==> images/gates.png <==
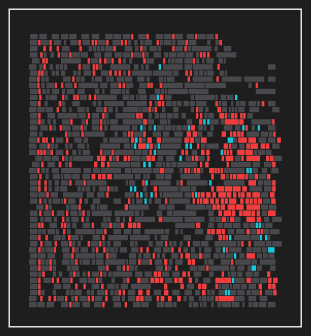
==> images/floorplan.png <==
Pins as bars on the die edge.
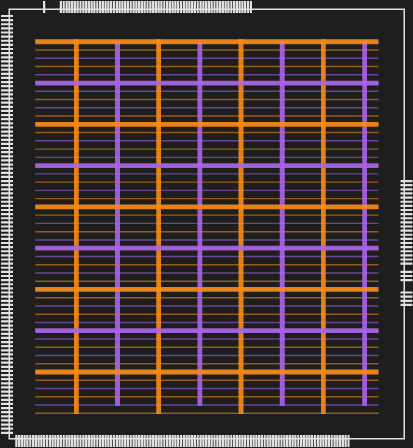
File: config.mk
export PLATFORM = sky130hd
export DESIGN_NAME = stream_rr_arbiter
export DESIGN_NICKNAME = d
export VERILOG_FILES = /design/src/rtl/stream_rr_arbiter.sv
export SDC_FILE = /design/constraint.sdc
export NUM_CORES = 1
export LEC_CHECK = 0
export ABC_AREA = 1
export CORE_ASPECT_RATIO = 1.1
export CORE_MARGIN = 8
export CORE_UTILIZATION = 40
export CTS_CLUSTER_DIAMETER = 40
export DETAILED_ROUTE_END_ITERATION = 7
export PLACE_DENSITY = 0.81
export SYNTH_ARGS = -nofsm -noshare
export SYNTH_HDL_FRONTEND = slang
export SYNTH_SLANG_ARGS = --single-unit
File: constraint.sdc
create_clock -name CLK -period 2.53 [get_ports CLK]
set_input_delay 0.506 -clock CLK [delete_from_list [all_inputs] [get_ports CLK]]
set_output_delay 0.506 -clock CLK [all_outputs]
set_load 0.005 [all_outputs]
File: src/rtl/stream_rr_arbiter.sv
// rtl/stream_rr_arbiter.sv - N-channel round-robin stream arbiter with priority tiers, hold and burst cap
// Merges FWFT channel FIFOs into one registered output word with a source channel tag.
module stream_rr_arbiter #(
    parameter int                WIDTH      = 8,
    parameter int                DATA_WIDTH = 32,
    parameter logic [WIDTH-1:0]  PRIORITY   = '0,
    parameter int                MAX_BURST  = 256,
    localparam int               CH_W       = (WIDTH > 1) ? $clog2(WIDTH) : 1
) (
    input  logic                        CLK,
    input  logic                        RST,
    input  logic [WIDTH-1:0]            WRITE_REQ,
    input  logic [WIDTH-1:0]            HOLD_REQ,
    input  logic [WIDTH*DATA_WIDTH-1:0] DATA_IN,
    output logic [WIDTH-1:0]            READ_GRANT,
    input  logic                        READY_IN,
    output logic                        VALID_OUT,
    output logic [DATA_WIDTH-1:0]       DATA_OUT,
    output logic [CH_W-1:0]             CHANNEL_OUT,
    output logic                        BUSY
);

    localparam logic [15:0] BURST_CAP = 16'(MAX_BURST);

    typedef enum logic {IDLE, GRANT} state_t;

    state_t           state;
    logic [CH_W-1:0]  g;
    logic [CH_W-1:0]  last;
    logic [15:0]      burst_cnt;

    logic [WIDTH-1:0] cand;
    logic [CH_W-1:0]  winner;
    logic             found;
    logic             burst_hit;
    logic             pop;

    // Hold requests outrank everything, then the priority tier, then plain requests.
    always_comb begin
        cand = WRITE_REQ;
        if (|HOLD_REQ)
            cand = HOLD_REQ;
        else if (|(WRITE_REQ & PRIORITY))
            cand = WRITE_REQ & PRIORITY;
    end

    always_comb begin
        winner = '0;
        found  = 1'b0;
        for (int k = 1; k <= WIDTH; k++) begin
            if (!found && cand[(int'(last) + k) % WIDTH]) begin
                found  = 1'b1;
                winner = CH_W'((int'(last) + k) % WIDTH);
            end
        end
    end

    assign burst_hit  = (MAX_BURST != 0) && (burst_cnt == BURST_CAP) && !HOLD_REQ[g];
    assign pop        = (state == GRANT) && WRITE_REQ[g] && (!VALID_OUT || READY_IN) && !burst_hit;
    assign READ_GRANT = pop ? (WIDTH'(1) << g) : '0;

    always_ff @(posedge CLK or posedge RST) begin
        if (RST) begin
            state       <= IDLE;
            g           <= '0;
            last        <= CH_W'(WIDTH - 1);
            burst_cnt   <= '0;
            VALID_OUT   <= 1'b0;
            DATA_OUT    <= '0;
            CHANNEL_OUT <= '0;
            BUSY        <= 1'b0;
        end else begin
            // A pop with READY_IN high overwrites the accepted word in place.
            if (pop) begin
                DATA_OUT    <= DATA_IN[int'(g)*DATA_WIDTH +: DATA_WIDTH];
                CHANNEL_OUT <= g;
                VALID_OUT   <= 1'b1;
                if (burst_cnt != 16'hFFFF)
                    burst_cnt <= burst_cnt + 16'd1;
            end else if (READY_IN && VALID_OUT) begin
                VALID_OUT <= 1'b0;
            end

            case (state)
                IDLE: begin
                    if (found) begin
                        g         <= winner;
                        burst_cnt <= '0;
                        state     <= GRANT;
                        BUSY      <= 1'b1;
                    end
                end
                GRANT: begin
                    if (burst_hit || (!HOLD_REQ[g] && !WRITE_REQ[g])) begin
                        last  <= g;
                        state <= IDLE;
                        BUSY  <= 1'b0;
                    end
                end
                default: begin
                    state <= IDLE;
                    BUSY  <= 1'b0;
                end
            endcase
        end
    end

endmodule

==> run summary <==
flop2flop setup slack: 0.06 ns
Tapcells: 188
antenna-violating nets left: 0
crit path max fanout: 7
status: finished with violations
Overflow after GRT: 0
Comb pwr share: 73.6%
CLK BUF: 12
Tmin final: 2.80 ns
Worst Path Arrival: 2.29 ns
Late-Pin Clk Latency: 0.33 ns
RD Place Congestion: 0.917
Fillers: 1185
DIE HEIGHT: 141 um
most frequent CP cell: buf_4
largest net degree at the start of global routing: 102
final setup margin: -0.268 ns
wire per inst: 19.5 um
Die ar.: 18300 um2
Placement Rows: 45
violated checks: negative setup slack
critical path launch point type: register
initial antenna violation count: 0
area post-placement: 9340 um2
Hold Path Depth: 2
mux frac, synth: 0%
crit-path leading delay family: buffers and inverters
Pre-Repair DR Iteration Count: 5
Layout Nets: 1582
registers: 60
Non-CTS buffers: 408
die width: 130 um
Main logic family: simple AND/OR/NAND/NOR gates
setup violators final: 8
critical path depth: 13
placed insts: 1459
final clock skew: 0.00593 ns
max-slew violations: 0
DR vias/cell: 5.36
gr usage total: 30.9%
Worst setup startpoint: g[0]$_DFFE_PP0P_
flip-flops with a built-in enable: 0
routed wire length: 29200 um
AND-OR/OR-AND Cells, Area Fraction: 21.1%
Sw Pwr: 5270 uW
Notes on gates.png above:
nand cells: shown in red, cells 447, most used nand2_1, where widely spread. inv cells: shown in cyan, cells 44, most used inv_1.
dominant logic cell type in the layout: clkdlybuf4s50_1
Finished Layout Cells: 1494

Notes on floorplan.png above:
VDD: shown in purple. VSS: shown in orange.
46 met1 rails follow the rows. 9 straps on met5. 320 signal pins sit on the boundary. 8 straps on met4. The core has 45 rows.

==> state kept, by name, summed over array words and instances (netlist names) <==
register / flops
BUSY: 1
state: 1
DATA_OUT: 32
g: 3
last: 3
CHANNEL_OUT: 3
burst_cnt: 16
VALID_OUT: 1
==> power groups by stage <==
stage	Combinational [uW]	Sequential (uW)	Clock, uW
final	7910	1670	1170
after global placement	6940	1640	0
after detailed placement	6980	1650	0
after global routing	8680	1720	1220
after floorplan	4100	1590	0
after CTS	7260	1650	1180
==> layer usage <==
metal  GRT usage (%)  vias to the layer above  wire [um]
li1                -                     3917          -
met1            34.3                     3626      10600
met2            51.9                      377      14400
met3            9.28                       88       2580
met4            16.5                        0       1550
met5               0                        -          0
Power figures rest on the tool's default switching activity, not on a simulated workload.
